### Logic cells by family

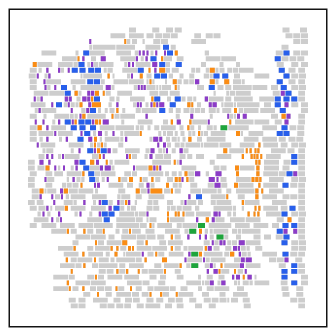
### The clock network

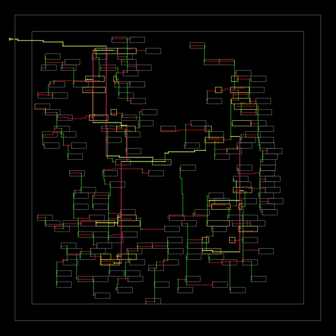
### Cells coloured by class

Bar = 50 um. Fill, decap, tap and diode cells in grey.
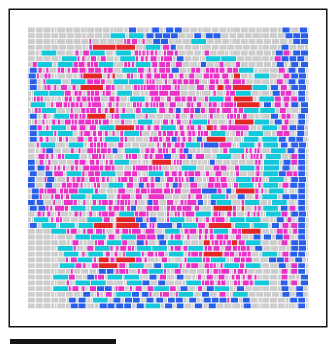
### Cells by drive strength

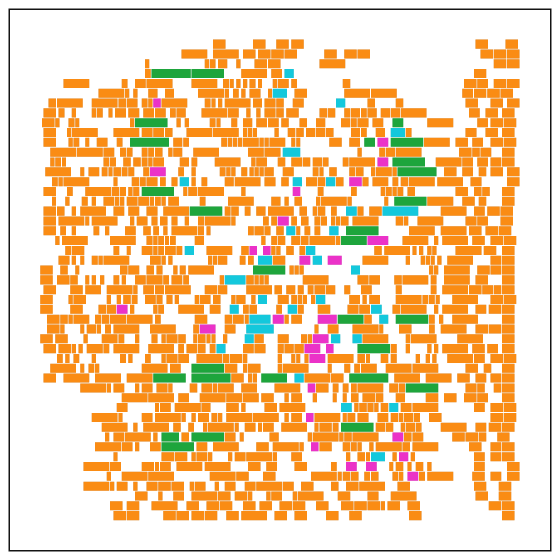
### Met2 routing

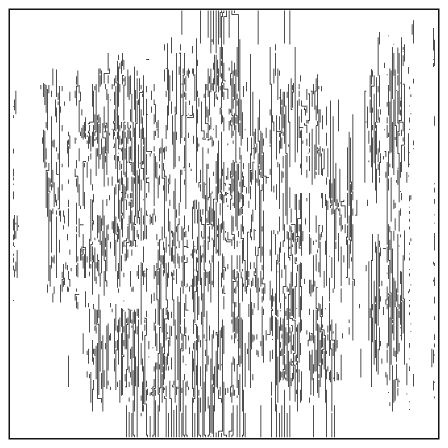
### config.mk
export PLATFORM = sky130hd
export DESIGN_NAME = scan_sequencer
export DESIGN_NICKNAME = d
export VERILOG_FILES = /design/src/rtl/comptest_pkg.sv /design/src/rtl/scan_settle_timer.sv /design/src/rtl/scan_sequencer.sv
export SDC_FILE = /design/constraint.sdc
export NUM_CORES = 1
export LEC_CHECK = 0
export CORE_MARGIN = 8
export CORE_UTILIZATION = 45
export DETAILED_ROUTE_END_ITERATION = 8
export GPL_ROUTABILITY_DRIVEN = 0
export MAX_ROUTING_LAYER = met4
export PLACE_DENSITY = 0.7
export SLEW_MARGIN = 20
export SYNTH_ARGS = -nofsm -noshare
export SYNTH_HDL_FRONTEND = slang
export SYNTH_HIERARCHICAL = 1
export SYNTH_SLANG_ARGS = --single-unit
### constraint.sdc
create_clock -name clock -period 3.77 [get_ports clock]
set_input_delay 0.754 -clock clock [delete_from_list [all_inputs] [get_ports clock]]
set_output_delay 0.754 -clock clock [all_outputs]
set_load 0.005 [all_outputs]
### src/rtl/comptest_pkg.sv
// comptest_pkg -- definitions shared by the comparator-test scan logic.
//   SCAN_TIMEOUT_DEFAULT : cycles allowed for the injector to drop its ready flag
//   ST_*                 : scan sequencer state encoding (3-bit, legacy-compatible)
//   scan_cfg_t           : configuration fields held for the duration of a scan
//   strip_onehot()       : half-strip number -> one-hot 32-bit pattern
package comptest_pkg;

  localparam int SCAN_TIMEOUT_DEFAULT = 16;

  localparam logic [2:0] ST_IDLE       = 3'd0;
  localparam logic [2:0] ST_SETTLE     = 3'd1;
  localparam logic [2:0] ST_FIRE       = 3'd2;
  localparam logic [2:0] ST_WAIT_BUSY  = 3'd3;
  localparam logic [2:0] ST_WAIT_READY = 3'd4;
  localparam logic [2:0] ST_CHECK      = 3'd5;
  localparam logic [2:0] ST_NEXT       = 3'd6;
  localparam logic [2:0] ST_DONE       = 3'd7;

  typedef struct packed {
    logic [4:0] last_strip;
    logic [7:0] settle;
  } scan_cfg_t;

  function automatic logic [31:0] strip_onehot(input logic [4:0] strip);
    strip_onehot = 32'h1 << strip;
  endfunction

endpackage

### src/rtl/scan_settle_timer.sv
// scan_settle_timer -- loadable down-counter with a zero flag.
//   clock, reset_n : clock, synchronous active-low reset
//   load, load_val : load the counter (load has priority over dec)
//   dec            : decrement by one, stopping at zero
//   zero           : counter currently reads zero
module scan_settle_timer #(
  parameter int W = 8
) (
  input  logic         clock,
  input  logic         reset_n,
  input  logic         load,
  input  logic [W-1:0] load_val,
  input  logic         dec,
  output logic         zero
);

  logic [W-1:0] count_reg;

  always_ff @(posedge clock) begin
    if (!reset_n) begin
      count_reg <= '0;
    end else if (load) begin
      count_reg <= load_val;
    end else if (dec && (count_reg != '0)) begin
      count_reg <= count_reg - W'(1);
    end
  end

  assign zero = (count_reg == '0);

endmodule

### src/rtl/scan_sequencer.sv
// scan_sequencer -- steps the comparator injector across a half-strip range,
// firing num_pulses pulses per half-strip and comparing each latched result
// with the one-hot expected pattern.
//   Inputs : clock, reset_n (sync, active low), start, abort, first_strip,
//            last_strip, num_pulses, settle_cycles, pulser_ready, halfstrips_last
//   Outputs: fire_pulse, halfstrips_expect, active_strip_mask, scan_strip,
//            busy, done, cfg_err, timeout_err, err_cnt, strip_err_flags
// All outputs come straight from registers.
module scan_sequencer
  import comptest_pkg::*;
#(
  parameter int NPULSE_W = 16,
  parameter int TIMEOUT  = SCAN_TIMEOUT_DEFAULT
) (
  input  logic                clock,
  input  logic                reset_n,
  input  logic                start,
  input  logic                abort,
  input  logic [4:0]          first_strip,
  input  logic [4:0]          last_strip,
  input  logic [NPULSE_W-1:0] num_pulses,
  input  logic [7:0]          settle_cycles,
  input  logic                pulser_ready,
  input  logic [31:0]         halfstrips_last,
  output logic                fire_pulse,
  output logic [31:0]         halfstrips_expect,
  output logic [31:0]         active_strip_mask,
  output logic [4:0]          scan_strip,
  output logic                busy,
  output logic                done,
  output logic                cfg_err,
  output logic                timeout_err,
  output logic [NPULSE_W-1:0] err_cnt,
  output logic [31:0]         strip_err_flags
);

  // The timer serves both the 8-bit settle count and the TIMEOUT window.
  localparam int TMR_W = ($clog2(TIMEOUT) > 8) ? $clog2(TIMEOUT) : 8;
  localparam logic [TMR_W-1:0] TIMEOUT_LOAD = TMR_W'(TIMEOUT - 1);

  logic [2:0]          state_reg, state_next;
  logic                fire_reg, fire_next;
  logic [4:0]          strip_reg, strip_next;
  logic [31:0]         expect_reg, expect_next;
  logic                busy_reg, busy_next;
  logic                done_reg, done_next;
  logic                cfg_err_reg, cfg_err_next;
  logic                tmo_reg, tmo_next;
  logic [NPULSE_W-1:0] err_cnt_reg, err_cnt_next;
  logic [31:0]         flags_reg, flags_next;
  logic [NPULSE_W-1:0] pulse_cnt_reg, pulse_cnt_next;
  logic [NPULSE_W-1:0] num_pulses_reg, num_pulses_next;
  scan_cfg_t           cfg_reg, cfg_next;
  logic                skip_cmp_reg, skip_cmp_next;  // pulse already scored by a timeout

  logic                tmr_load, tmr_dec, tmr_zero;
  logic [TMR_W-1:0]    tmr_val;

  scan_settle_timer #(.W(TMR_W)) u_timer (
    .clock    (clock),
    .reset_n  (reset_n),
    .load     (tmr_load),
    .load_val (tmr_val),
    .dec      (tmr_dec),
    .zero     (tmr_zero)
  );

  always_comb begin
    state_next      = state_reg;
    fire_next       = 1'b0;
    strip_next      = strip_reg;
    busy_next       = busy_reg;
    done_next       = done_reg;
    cfg_err_next    = cfg_err_reg;
    tmo_next        = tmo_reg;
    err_cnt_next    = err_cnt_reg;
    flags_next      = flags_reg;
    pulse_cnt_next  = pulse_cnt_reg;
    num_pulses_next = num_pulses_reg;
    cfg_next        = cfg_reg;
    skip_cmp_next   = skip_cmp_reg;
    tmr_load        = 1'b0;
    tmr_dec         = 1'b0;
    tmr_val         = '0;

    if (abort && (state_reg != ST_IDLE) && (state_reg != ST_DONE)) begin
      state_next = ST_IDLE;
      busy_next  = 1'b0;
      done_next  = 1'b0;
    end else if (!abort) begin
      // An idle-state abort still suppresses a coincident start.
      case (state_reg)
        ST_IDLE, ST_DONE: begin
          if (start) begin
            if ((first_strip <= last_strip) && (num_pulses != '0)) begin
              busy_next             = 1'b1;
              done_next             = 1'b0;
              cfg_err_next          = 1'b0;
              tmo_next              = 1'b0;
              err_cnt_next          = '0;
              flags_next            = '0;
              pulse_cnt_next        = '0;
              skip_cmp_next         = 1'b0;
              strip_next            = first_strip;
              num_pulses_next       = num_pulses;
              cfg_next.last_strip   = last_strip;
              cfg_next.settle       = settle_cycles;
              if (settle_cycles == 8'd0) begin
                state_next = ST_FIRE;
              end else begin
                state_next = ST_SETTLE;
                tmr_load   = 1'b1;
                tmr_val    = TMR_W'(settle_cycles) - TMR_W'(1);
              end
            end else begin
              cfg_err_next = 1'b1;
              done_next    = 1'b1;
              busy_next    = 1'b0;
              state_next   = ST_DONE;
            end
          end
        end
        ST_SETTLE: begin
          // Timer was loaded with settle-1, so SETTLE spans exactly settle cycles.
          if (tmr_zero) state_next = ST_FIRE;
          else          tmr_dec    = 1'b1;
        end
        ST_FIRE: begin
          if (pulser_ready) begin
            fire_next  = 1'b1;
            state_next = ST_WAIT_BUSY;
            tmr_load   = 1'b1;
            tmr_val    = TIMEOUT_LOAD;
          end
        end
        ST_WAIT_BUSY: begin
          if (!pulser_ready) begin
            state_next = ST_WAIT_READY;
          end else if (tmr_zero) begin
            tmo_next              = 1'b1;
            skip_cmp_next         = 1'b1;
            flags_next[strip_reg] = 1'b1;
            if (err_cnt_reg != '1) err_cnt_next = err_cnt_reg + NPULSE_W'(1);
            state_next = ST_CHECK;
          end else begin
            tmr_dec = 1'b1;
          end
        end
        ST_WAIT_READY: begin
          if (pulser_ready) state_next = ST_CHECK;
        end
        ST_CHECK: begin
          skip_cmp_next = 1'b0;
          if (!skip_cmp_reg && (halfstrips_last != expect_reg)) begin
            flags_next[strip_reg] = 1'b1;
            if (err_cnt_reg != '1) err_cnt_next = err_cnt_reg + NPULSE_W'(1);
          end
          pulse_cnt_next = pulse_cnt_reg + NPULSE_W'(1);
          state_next     = (pulse_cnt_next == num_pulses_reg) ? ST_NEXT : ST_FIRE;
        end
        ST_NEXT: begin
          pulse_cnt_next = '0;
          if (strip_reg == cfg_reg.last_strip) begin
            state_next = ST_DONE;
            busy_next  = 1'b0;
            done_next  = 1'b1;
          end else begin
            strip_next = strip_reg + 5'd1;
            if (cfg_reg.settle == 8'd0) begin
              state_next = ST_FIRE;
            end else begin
              state_next = ST_SETTLE;
              tmr_load   = 1'b1;
              tmr_val    = TMR_W'(cfg_reg.settle) - TMR_W'(1);
            end
          end
        end
        default: state_next = ST_IDLE;
      endcase
    end

    expect_next = strip_onehot(strip_next);
  end

  always_ff @(posedge clock) begin
    if (!reset_n) begin
      state_reg      <= ST_IDLE;
      fire_reg       <= 1'b0;
      strip_reg      <= '0;
      expect_reg     <= 32'h1;
      busy_reg       <= 1'b0;
      done_reg       <= 1'b0;
      cfg_err_reg    <= 1'b0;
      tmo_reg        <= 1'b0;
      err_cnt_reg    <= '0;
      flags_reg      <= '0;
      pulse_cnt_reg  <= '0;
      num_pulses_reg <= '0;
      cfg_reg        <= '0;
      skip_cmp_reg   <= 1'b0;
    end else begin
      state_reg      <= state_next;
      fire_reg       <= fire_next;
      strip_reg      <= strip_next;
      expect_reg     <= expect_next;
      busy_reg       <= busy_next;
      done_reg       <= done_next;
      cfg_err_reg    <= cfg_err_next;
      tmo_reg        <= tmo_next;
      err_cnt_reg    <= err_cnt_next;
      flags_reg      <= flags_next;
      pulse_cnt_reg  <= pulse_cnt_next;
      num_pulses_reg <= num_pulses_next;
      cfg_reg        <= cfg_next;
      skip_cmp_reg   <= skip_cmp_next;
    end
  end

  assign fire_pulse        = fire_reg;
  assign halfstrips_expect = expect_reg;
  assign active_strip_mask = expect_reg;
  assign scan_strip        = strip_reg;
  assign busy              = busy_reg;
  assign done              = done_reg;
  assign cfg_err           = cfg_err_reg;
  assign timeout_err       = tmo_reg;
  assign err_cnt           = err_cnt_reg;
  assign strip_err_flags   = flags_reg;

endmodule

==> results.cfg <==
; synthesis and place-and-route metrics
[grt]
grt_first_pass_wirelength_um = 39000

[logic_synthesis]
flop_cell = sky130_fd_sc_hd__dfxtp_1
adder_share_pct = 2.65
synthDominantCellAreaShare_pct = 36.7
netlist.top_cell.by_instances = sky130_fd_sc_hd__dfxtp_1
netlist_area_mm2 = 0.00802
fraction_of_synthesis_flops_using_an_asynchronous_set_or_reset_pin_pct = 0
yosys_warnings = 6

[setup_path]
worstSetupPathType = primary input to flip-flop
crit_fanout = 8
rr_startpoint = state_reg[2]
timing.critical_path.slowest_cell_delay_ns = 0.61
critical_path.endpoint_type = flip-flop
rr_worst_depth = 7
critical_path.cell_chain = clkdlybuf4s50_1 -> nor4_1 -> nand4_1 -> nand2_1 -> nor3_4 -> a221oi_1 -> nand4b_1 -> nor3_1
slowest_stage = sky130_fd_sc_hd__a221oi_1

[cells_and_area]
non_clk_buf_share_pct = 20.1
seq_area_share_pct = 27.7
num-nets-final = 1221
num-multi-input-gates = 720

[sta]
timing_hold_violations_final = 0
worst_pin_slew_ns = 0.981
drv_slew = 0
total_neg_setup_slack_ns = 0
setup-violations-final = 0
clock.fmax_mhz = 290

[power_and_ir_drop]
power_density_mw_per_mm2 = 529
pg_comb_mw = 1.92
comb_power_share_pct = 34.1
power_top_consumer = combinational logic
total_leakage_power_nw = 3.77

[clock_tree]
clk_pin_slew_worst_paths_ns = 0.06

[status]
result_of_the_run = finished clean

[job]
openroad.warnings = 32

[routing]
met1Wirelength_um = 10700
route.vias.total = 7855
drc = 0

[floorplanning]
fp_util_pct = 45.3
chipArea_mm2 = 0.0224

[worst_hold_path]
tightest_hold_check_type = flip-flop to flip-flop
Notes on 'Logic cells by family' above:
[mux cells] green | cells: 6
[xor and xnor cells] blue | cells: 80
[nand cells] purple | cells: 177
[nor cells] orange | cells: 158
count of non-filler cells in the finished layout: 1374
logic gate fraction of the total cell area: 42.3%
most frequent standard cell in the layout excluding fill and tap cells: sky130_fd_sc_hd__clkdlybuf4s50_1

Notes on 'The clock network' above:
insertion delay of the later-clocked pin in the worst-skew pair: 0.43 ns
Clock net power: 1.87 mW
number of CTS-inserted buffers: 17
worst clock skew: 0.00889 ns
clock buffers: 20

Notes on 'Cells coloured by class' above:
[remaining buffers and delay cells] blue | cells: 215 | share of their area: 21%
[remaining logic cells] magenta | cells: 752 | share of their area: 45%
[registers] cyan | cells: 147 | share of their area: 28%
[clock drivers and dummy loads] red | cells: 31 | share of their area: 6.3%

Notes on 'Cells by drive strength' above:
[x1 and smaller] orange | cells: 1055 | share: 92%
[x3 and x4] cyan | cells: 34 | share: 3.0%
[x6 and larger] green | cells: 28 | share: 2.4%
[x2] magenta | cells: 28 | share: 2.4%
Non-Clock Buffer Count: 215
Layout Cell Area excl Fill: 0.0106 mm2
Syn-to-layout area delta: 32.5%
final setup slack of the worst path: 0.318 ns

Notes on 'Met2 routing' above:
nets with wire on the layer: 1037
main direction: vertical
wire length on this layer: 11600 um

==> worst max-delay path by stage <==
stage | cells past startpoint | endpoint | slack, ns
2_1_floorplan | 13 | u_timer/count_reg[2] | 0.75
3_3_place_gp | 10 | err_cnt[3] | 0.15
3_5_place_dp | 8 | active_strip_mask[18] | 0.03
4_1_cts | 8 | active_strip_mask[18] | 0.43
5_1_grt | 8 | active_strip_mask[18] | 0.15
6_report | 8 | active_strip_mask[18] | 0.32
==> stage by stage <==
stage	std cells	utilization, %	hold WS [ns]	setup WS (ns)	total power [mW]
after floorplan	984	-	0.445	0.747	3.16
after global placement	1343	56.3	0.447	0.147	3.74
after detailed placement	1343	56.3	0.447	0.0300	3.76
after CTS	1374	60.0	0.459	0.433	5.63
after global routing	1374	60.0	0.475	0.145	5.90
final	1374	60.0	0.454	0.318	5.63
Power is estimated from default activity; no workload was simulated.
